**config.mk**
```make
export PLATFORM = sky130hd
export DESIGN_NAME = sprscan_ctrl_flat
export DESIGN_NICKNAME = d
export VERILOG_FILES = /design/src/rtl/spr_pkg.sv /design/src/rtl/sprscan_ctrl_if.sv /design/src/rtl/sprscan_fifo.sv /design/src/rtl/sprscan_ctrl.sv /design/src/flat_wrapper.sv
export SDC_FILE = /design/constraint.sdc
export NUM_CORES = 1
export LEC_CHECK = 0
export CAP_MARGIN = 10
export CORE_MARGIN = 2
export CORE_UTILIZATION = 55
export DETAILED_ROUTE_END_ITERATION = 8
export GPL_ROUTABILITY_DRIVEN = 0
export MAX_ROUTING_LAYER = met4
export PLACE_DENSITY = 0.8
export SLEW_MARGIN = 20
export SYNTH_ARGS = -nofsm -noshare
export SYNTH_HDL_FRONTEND = slang
export SYNTH_SLANG_ARGS = --single-unit
export TNS_END_PERCENT = 100
```
**constraint.sdc**
```tcl
create_clock -name clk -period 14.4 [get_ports clk]
set_input_delay 2.88 -clock clk [delete_from_list [all_inputs] [get_ports clk]]
set_output_delay 2.88 -clock clk [all_outputs]
set_load 0.01 [all_outputs]
```
**src/rtl/spr_pkg.sv**
```systemverilog
// -----------------------------------------------------------------------------
// spr_pkg
//   Shared constants and types for the per-scanline sprite evaluator.
//
//   Contents
//     NUM_SPRITES / SPR_SEL_W : sprite-attribute table size and address width
//     HIT_W and HIT_*         : width and bit positions of one hit record
//                               {priority, palette[1:0], hflip, row[2:0],
//                                idx[8:0], x[8:0]}
//     state_t                 : evaluator state encoding
//
//   Configuration macro: SPRSCAN_REVERSE_EN is consumed by sprscan_ctrl (scan
//   order); nothing in this package depends on it.
// -----------------------------------------------------------------------------
package spr_pkg;

  localparam int NUM_SPRITES = 64;
  localparam int SPR_SEL_W   = 6;

  // Hit record layout, LSB first.
  localparam int HIT_X_LSB     = 0;
  localparam int HIT_X_W       = 9;
  localparam int HIT_IDX_LSB   = 9;
  localparam int HIT_IDX_W     = 9;
  localparam int HIT_ROW_LSB   = 18;
  localparam int HIT_ROW_W     = 3;
  localparam int HIT_HFLIP_BIT = 21;
  localparam int HIT_PAL_LSB   = 22;
  localparam int HIT_PAL_W     = 2;
  localparam int HIT_PRI_BIT   = 24;
  localparam int HIT_W         = 25;

  typedef enum logic [1:0] {
    ST_IDLE = 2'd0,   // no line requested since reset
    ST_SCAN = 2'd1,   // walking the attribute table, one entry per cycle
    ST_DONE = 2'd2    // every entry evaluated; FIFO may still be draining
  } state_t;

endpackage : spr_pkg

```
**src/rtl/sprscan_ctrl_if.sv**
```systemverilog
// -----------------------------------------------------------------------------
// sprscan_ctrl_if
//   Bundles the two buses of the sprite evaluator:
//     - the sprite-attribute RAM read port (address out, attributes back in the
//       same cycle through an asynchronous read),
//     - the hit-record stream towards the line-buffer renderer (valid/ready).
//
//   Modports
//     master : the evaluator (drives spr_sel and the hit stream)
//     slave  : the environment (attribute RAM + renderer)
// -----------------------------------------------------------------------------
interface sprscan_ctrl_if;
  import spr_pkg::*;

  // Attribute RAM read port
  logic [SPR_SEL_W-1:0] spr_sel;
  logic [8:0]           spr_x;
  logic [7:0]           spr_y;
  logic [8:0]           spr_idx;
  logic                 spr_enable;
  logic                 spr_priority;
  logic [1:0]           spr_palette;
  logic                 spr_h16;
  logic                 spr_vflip;
  logic                 spr_hflip;

  // Hit stream
  logic                 hit_valid;
  logic                 hit_ready;
  logic [HIT_W-1:0]     hit_data;

  modport master (
    output spr_sel,
    input  spr_x, spr_y, spr_idx, spr_enable, spr_priority,
    input  spr_palette, spr_h16, spr_vflip, spr_hflip,
    output hit_valid, hit_data,
    input  hit_ready
  );

  modport slave (
    input  spr_sel,
    output spr_x, spr_y, spr_idx, spr_enable, spr_priority,
    output spr_palette, spr_h16, spr_vflip, spr_hflip,
    input  hit_valid, hit_data,
    output hit_ready
  );

endinterface : sprscan_ctrl_if

```
**src/rtl/sprscan_fifo.sv**
```systemverilog
// -----------------------------------------------------------------------------
// sprscan_fifo
//   Synchronous FIFO holding hit records between the evaluator and the
//   renderer. Registered write: a pushed record appears at rdata one cycle
//   after the push. Head is read combinationally from the storage array, so
//   rdata is stable for as long as nothing is popped.
//
//   Ports
//     clk, reset  : clock, asynchronous active-high reset
//     flush       : drop every stored entry (wins over push and pop)
//     push, wdata : write request / record
//     pop         : remove head (ignored when empty)
//     rdata       : head record
//     full, empty : occupancy flags
//
//   A push on a full FIFO is accepted only when a pop happens in the same
//   cycle; otherwise it is ignored (the evaluator never issues one).
// -----------------------------------------------------------------------------
module sprscan_fifo #(
  parameter int DEPTH = 4,      // power of 2, >= 2
  parameter int WIDTH = 25
) (
  input  logic             clk,
  input  logic             reset,
  input  logic             flush,
  input  logic             push,
  input  logic [WIDTH-1:0] wdata,
  input  logic             pop,
  output logic [WIDTH-1:0] rdata,
  output logic             full,
  output logic             empty
);

  localparam int            AW      = $clog2(DEPTH);
  localparam logic [AW:0]   PTR_ONE = 1;

  logic [WIDTH-1:0] mem [DEPTH];
  // One extra pointer bit distinguishes full from empty when the indices match.
  logic [AW:0]      wr_ptr;
  logic [AW:0]      rd_ptr;
  logic             do_push;
  logic             do_pop;

  assign empty   = (wr_ptr == rd_ptr);
  assign full    = (wr_ptr[AW] != rd_ptr[AW]) && (wr_ptr[AW-1:0] == rd_ptr[AW-1:0]);
  assign do_pop  = pop && !empty && !flush;
  assign do_push = push && !flush && (!full || do_pop);

  // NOTE: state registers use non-blocking assignments so every flop samples
  // the pre-edge value of the others, independent of statement order.
  always_ff @(posedge clk or posedge reset) begin
    if (reset) begin
      wr_ptr <= '0;
      rd_ptr <= '0;
    end else if (flush) begin
      wr_ptr <= '0;
      rd_ptr <= '0;
    end else begin
      if (do_push) wr_ptr <= wr_ptr + PTR_ONE;
      if (do_pop)  rd_ptr <= rd_ptr + PTR_ONE;
    end
  end

  // NOTE: the storage array is deliberately not reset; the pointers alone
  // define which entries are meaningful, and a reset-free array maps onto
  // plain RAM/flops without a reset tree.
  always_ff @(posedge clk) begin
    if (do_push) mem[wr_ptr[AW-1:0]] <= wdata;
  end

  assign rdata = mem[rd_ptr[AW-1:0]];

endmodule : sprscan_fifo

```
**src/rtl/sprscan_ctrl.sv**
```systemverilog
// -----------------------------------------------------------------------------
// sprscan_ctrl
//   Per-scanline sprite evaluator. On line_start it walks the 64-entry
//   sprite-attribute RAM, one entry per cycle, and queues a hit record for every
//   enabled sprite that covers the requested scanline. Records go through a
//   small FIFO to the sprite line-buffer renderer.
//
//   Ports
//     clk, reset   : clock, asynchronous active-high reset
//     line_start   : pulse, begin evaluating line_y (restarts a scan in progress)
//     line_y       : scanline to evaluate, sampled on line_start
//     scan_done    : all entries evaluated for the current line (registered)
//     overflow     : more than MAX_PER_LINE hits on the current line (sticky)
//     bus.master   : attribute RAM read port (spr_sel registered, attributes
//                    returned combinationally) and the hit valid/ready stream
//
//   Configuration
//     SPRSCAN_REVERSE_EN defined : scan 63 -> 0 (lowest index drawn last)
//     otherwise                  : scan 0 -> 63
// -----------------------------------------------------------------------------
module sprscan_ctrl
  import spr_pkg::*;
#(
  parameter int FIFO_DEPTH   = 4,
  parameter int MAX_PER_LINE = 16
) (
  input  logic          clk,
  input  logic          reset,
  input  logic          line_start,
  input  logic [7:0]    line_y,
  output logic          scan_done,
  output logic          overflow,
  sprscan_ctrl_if.master bus
);

  localparam int                   CNT_W   = $clog2(MAX_PER_LINE + 1);
  localparam logic [CNT_W-1:0]     CNT_ONE = 1;
  localparam logic [CNT_W-1:0]     CNT_MAX = CNT_W'(MAX_PER_LINE);
  localparam logic [SPR_SEL_W-1:0] SEL_ONE = 1;

  logic [SPR_SEL_W-1:0] next_sel;

`ifdef SPRSCAN_REVERSE_EN
  localparam logic [SPR_SEL_W-1:0] FIRST_SEL = SPR_SEL_W'(NUM_SPRITES - 1);
  localparam logic [SPR_SEL_W-1:0] LAST_SEL  = '0;
  assign next_sel = bus.spr_sel - SEL_ONE;
`else
  localparam logic [SPR_SEL_W-1:0] FIRST_SEL = '0;
  localparam logic [SPR_SEL_W-1:0] LAST_SEL  = SPR_SEL_W'(NUM_SPRITES - 1);
  assign next_sel = bus.spr_sel + SEL_ONE;
`endif

  state_t           state;
  logic [7:0]       line_y_q;
  logic [CNT_W-1:0] hit_cnt;

  // ---------------------------------------------------------------------------
  // Hit math on the entry currently addressed by spr_sel.
  // dy wraps mod 256, so a sprite near the bottom of the Y range also covers
  // the first lines of the next frame (y=250, 16 high -> 250..255, 0..9).
  // ---------------------------------------------------------------------------
  logic [7:0]       dy;
  logic [3:0]       h_m1;      // sprite height minus one (7 or 15)
  logic [3:0]       r;         // row inside the sprite after vertical flip
  logic             spr_hit;
  logic [8:0]       hit_idx;
  logic [HIT_W-1:0] hit_rec;

  // NOTE: every signal assigned in an always_comb gets a value on every path
  // (defaults first), otherwise synthesis infers a latch.
  always_comb begin
    hit_rec = '0;
    dy      = line_y_q - bus.spr_y;
    h_m1    = bus.spr_h16 ? 4'd15 : 4'd7;
    spr_hit = bus.spr_enable && (dy <= {4'b0000, h_m1});
    // Only meaningful on a hit, where dy < height so dy[3:0] is the full offset.
    r       = bus.spr_vflip ? (h_m1 - dy[3:0]) : dy[3:0];
    // Tall sprites are two stacked 8-line tiles; the lower half uses idx+1.
    hit_idx = (bus.spr_h16 && r[3]) ? (bus.spr_idx + 9'd1) : bus.spr_idx;

    hit_rec[HIT_X_LSB   +: HIT_X_W]   = bus.spr_x;
    hit_rec[HIT_IDX_LSB +: HIT_IDX_W] = hit_idx;
    hit_rec[HIT_ROW_LSB +: HIT_ROW_W] = r[2:0];
    hit_rec[HIT_HFLIP_BIT]            = bus.spr_hflip;
    hit_rec[HIT_PAL_LSB +: HIT_PAL_W] = bus.spr_palette;
    hit_rec[HIT_PRI_BIT]              = bus.spr_priority;
  end

  // ---------------------------------------------------------------------------
  // Scan control
  // ---------------------------------------------------------------------------
  logic fifo_full;
  logic fifo_empty;
  logic fifo_pop;
  logic fifo_room;
  logic hit_found;
  logic at_cap;
  logic want_push;
  logic fifo_push;
  logic advance;

  assign fifo_pop  = bus.hit_valid && bus.hit_ready;
  // A full FIFO still takes a record when the renderer pops in the same cycle.
  assign fifo_room = !fifo_full || fifo_pop;
  assign hit_found = (state == ST_SCAN) && spr_hit;
  assign at_cap    = (hit_cnt == CNT_MAX);
  assign want_push = hit_found && !at_cap;
  // line_start flushes the FIFO, so nothing from the old line may enter it.
  assign fifo_push = want_push && fifo_room && !line_start;
  // Hold spr_sel on a hit that cannot be stored yet; it is re-evaluated next
  // cycle so no record is lost. Hits beyond the per-line cap never stall.
  assign advance   = (state == ST_SCAN) && !(want_push && !fifo_room);

  always_ff @(posedge clk or posedge reset) begin
    if (reset) begin
      state     <= ST_IDLE;
      bus.spr_sel <= '0;
      line_y_q  <= '0;
      hit_cnt   <= '0;
      scan_done <= 1'b0;
      overflow  <= 1'b0;
    end else if (line_start) begin
      // Accepted in every state; a scan in progress is abandoned.
      state       <= ST_SCAN;
      bus.spr_sel <= FIRST_SEL;
      line_y_q    <= line_y;
      hit_cnt     <= '0;
      scan_done   <= 1'b0;
      overflow    <= 1'b0;
    end else begin
      case (state)
        ST_SCAN: begin
          if (fifo_push)          hit_cnt  <= hit_cnt + CNT_ONE;
          if (hit_found && at_cap) overflow <= 1'b1;
          if (advance) begin
            if (bus.spr_sel == LAST_SEL) begin
              scan_done <= 1'b1;
              state     <= ST_DONE;
            end else begin
              bus.spr_sel <= next_sel;
            end
          end
        end
        default: ;  // IDLE and DONE wait for line_start
      endcase
    end
  end

  sprscan_fifo #(
    .DEPTH (FIFO_DEPTH),
    .WIDTH (HIT_W)
  ) u_fifo (
    .clk   (clk),
    .reset (reset),
    .flush (line_start),
    .push  (fifo_push),
    .wdata (hit_rec),
    .pop   (fifo_pop),
    .rdata (bus.hit_data),
    .full  (fifo_full),
    .empty (fifo_empty)
  );

  assign bus.hit_valid = !fifo_empty;

endmodule : sprscan_ctrl
```
**src/flat_wrapper.sv**
```systemverilog
// flat-port wrapper written by rule: the top's interface ports become plain ports
module sprscan_ctrl_flat import spr_pkg::*;
#(
  parameter int FIFO_DEPTH   = 4,
  parameter int MAX_PER_LINE = 16
)
  (clk, reset, line_start, line_y, scan_done, overflow, bus_spr_sel, bus_spr_x, bus_spr_y, bus_spr_idx, bus_spr_enable, bus_spr_priority, bus_spr_palette, bus_spr_h16, bus_spr_vflip, bus_spr_hflip, bus_hit_valid, bus_hit_data, bus_hit_ready);
  sprscan_ctrl_if bus_i ();
  input  logic clk;
  input  logic reset;
  input  logic line_start;
  input  logic [7:0] line_y;
  output logic scan_done;
  output logic overflow;
  output wire logic [$bits(bus_i.spr_sel)-1:0] bus_spr_sel;
  input wire logic [$bits(bus_i.spr_x)-1:0] bus_spr_x;
  input wire logic [$bits(bus_i.spr_y)-1:0] bus_spr_y;
  input wire logic [$bits(bus_i.spr_idx)-1:0] bus_spr_idx;
  input wire logic [$bits(bus_i.spr_enable)-1:0] bus_spr_enable;
  input wire logic [$bits(bus_i.spr_priority)-1:0] bus_spr_priority;
  input wire logic [$bits(bus_i.spr_palette)-1:0] bus_spr_palette;
  input wire logic [$bits(bus_i.spr_h16)-1:0] bus_spr_h16;
  input wire logic [$bits(bus_i.spr_vflip)-1:0] bus_spr_vflip;
  input wire logic [$bits(bus_i.spr_hflip)-1:0] bus_spr_hflip;
  output wire logic [$bits(bus_i.hit_valid)-1:0] bus_hit_valid;
  output wire logic [$bits(bus_i.hit_data)-1:0] bus_hit_data;
  input wire logic [$bits(bus_i.hit_ready)-1:0] bus_hit_ready;
  assign bus_spr_sel = bus_i.spr_sel;
  assign bus_i.spr_x = bus_spr_x;
  assign bus_i.spr_y = bus_spr_y;
  assign bus_i.spr_idx = bus_spr_idx;
  assign bus_i.spr_enable = bus_spr_enable;
  assign bus_i.spr_priority = bus_spr_priority;
  assign bus_i.spr_palette = bus_spr_palette;
  assign bus_i.spr_h16 = bus_spr_h16;
  assign bus_i.spr_vflip = bus_spr_vflip;
  assign bus_i.spr_hflip = bus_spr_hflip;
  assign bus_hit_valid = bus_i.hit_valid;
  assign bus_hit_data = bus_i.hit_data;
  assign bus_i.hit_ready = bus_hit_ready;
  sprscan_ctrl #(.FIFO_DEPTH(FIFO_DEPTH), .MAX_PER_LINE(MAX_PER_LINE)) u_core (.clk(clk), .reset(reset), .line_start(line_start), .line_y(line_y), .scan_done(scan_done), .overflow(overflow), .bus(bus_i));
endmodule
```
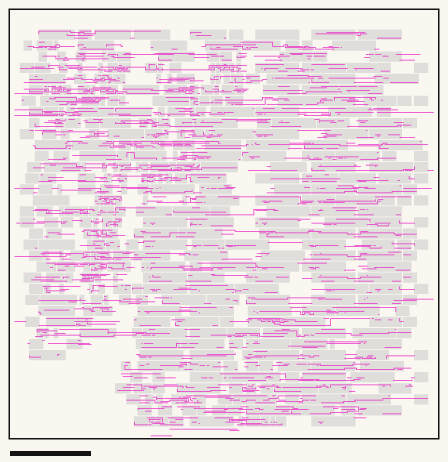
*M1 wires*
The bar under the picture is 20 um long. Cells faint in the background.
share of all routed wire = 41%
nets with wire on the layer = 457
main direction = horizontal
wire length on this layer = 4560 um

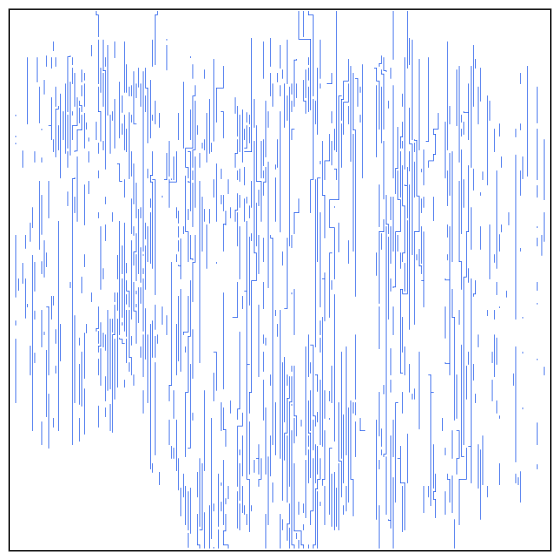
*Met2 routing*
wire length on this layer = 5770 um
share of all routed wire = 52%
nets with wire on the layer = 448
main direction = vertical
M2 GR Usage: 36.50%
Detailed Route WL: 11060 um

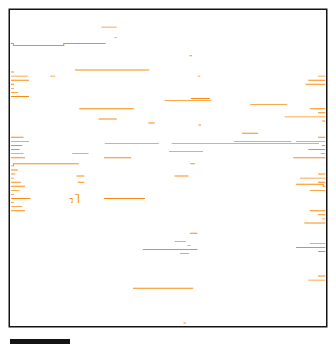
*Metal 3*
The bar under the picture is 20 um long.
main direction = horizontal
share of all routed wire = 4.9%
met3 Use GR: 5.195%
Vias: 3315

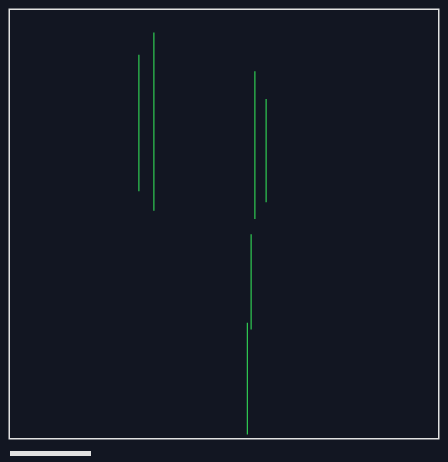
*The metal 4 layer*
The bar under the picture is 20 um long.
longest straight run = 43.5 um
wire length on this layer = 188 um

==> Slide: Implementation Results <==
Synthesis and Place & Route Summary

Timing
  • Fmax: 151.8 MHz
  • Worst-Margin Slew: around 0.93 ns
  • Worst setup skew after layout: between 0.007 and 0.008 ns
  • Max Slew Vio Count: 0
  • Post-layout min period: around 6.6 ns
  • Slew HR: between 30% and 40%
  • Endpoints failing hold: 0
  • TNS Setup: 0 ns

Route
  • DRT met1 WL: 4558 um
  • Number of routed nets with antenna violations: 0
  • Drt first pass iters: 4
  • WL per Instance: 18.58 um
  • Top Metal Used: met4

Placed design
  • Port bufs: slightly below 80
  • Dpl ws: ~7.3 ns
  • Placed Cells incl. Taps: approximately 560
  • HPWL Detailed: about 7100 um

Layout
  • NumNets Final: 514
  • Comb area share: approximately a quarter
  • Most instantiated logic cell after routing: edfxtp_1
  • Clock buffers: 17
  • Comb gates: around 200
  • Area delta synth->final: 28.09%
  • Seq area share: about half

Clocking
  • Clock Sinks: between 100 and 150
  • CTS tree: yes
  • CTS root buf: clkbuf_8

Global routing
  • Vias in the first global route: 3509
  • GR Layer Usage met1: 26.74%
  • Total Routing Usage GR: 21.99%
  • First-pass GRT wire length: ~18000 um

Synth
  • Cell type with the largest total area: edfxtp_1
  • Synth top cell by count: edfxtp_1
  • Number of enable flip-flop cells: about 100
  • Syn Std Cell Area: between 5000 and 6000 um2
  • Synth cell types: approximately 44
  • Chip area in the Yosys report: around 5600 um2
  • Commonest flop: edfxtp_1
  • Yosys Instances: roughly 360

Job
  • Max-cap violations: 0

Worst setup path
  • Kind of critical path: input pin to flip-flop
  • Slowest cell on crit path: or4_1
  • Number of cells on the critical path: 14

Pwr
  • Pint: between 700 and 800 uW
  • P_clk: 453 uW
  • Lkg Pwr: 0.002586 uW
  • Clk pwr share: around 48%

Run status
  • Status: finished, final reports clean
## path summary, 6_finish.rpt
path / end / slack, ns
worst min register to register: u_core.overflow / 0.51
max in group asynchronous: u_core.u_fifo.rd_ptr[0] / 11.29
worst min-delay path: u_core.overflow / 0.51
worst max register to register: u_core.u_fifo.mem[1][21] / 10.40
worst max-delay path: u_core.u_fifo.mem[1][21] / 7.81
min in group asynchronous: u_core.line_y_q[2] / 2.78
## cells by family (layout without fill, tap and decap cells)
family / count (synthesis) / count (layout) / synth area share [%]
XOR/XNOR: 24 / 24 / 3.722
buffers and inverters: 32 / 137 / 2.282
AND/OR/NAND/NOR: 90 / 90 / 8.507
AND-OR/OR-AND: 25 / 25 / 2.880
multiplexers: 39 / 39 / 12.69
flip-flops: 128 / 128 / 65.57
adder cells (fa/ha/maj): 19 / 19 / 4.342
Power and IR drop assume default switching activity.
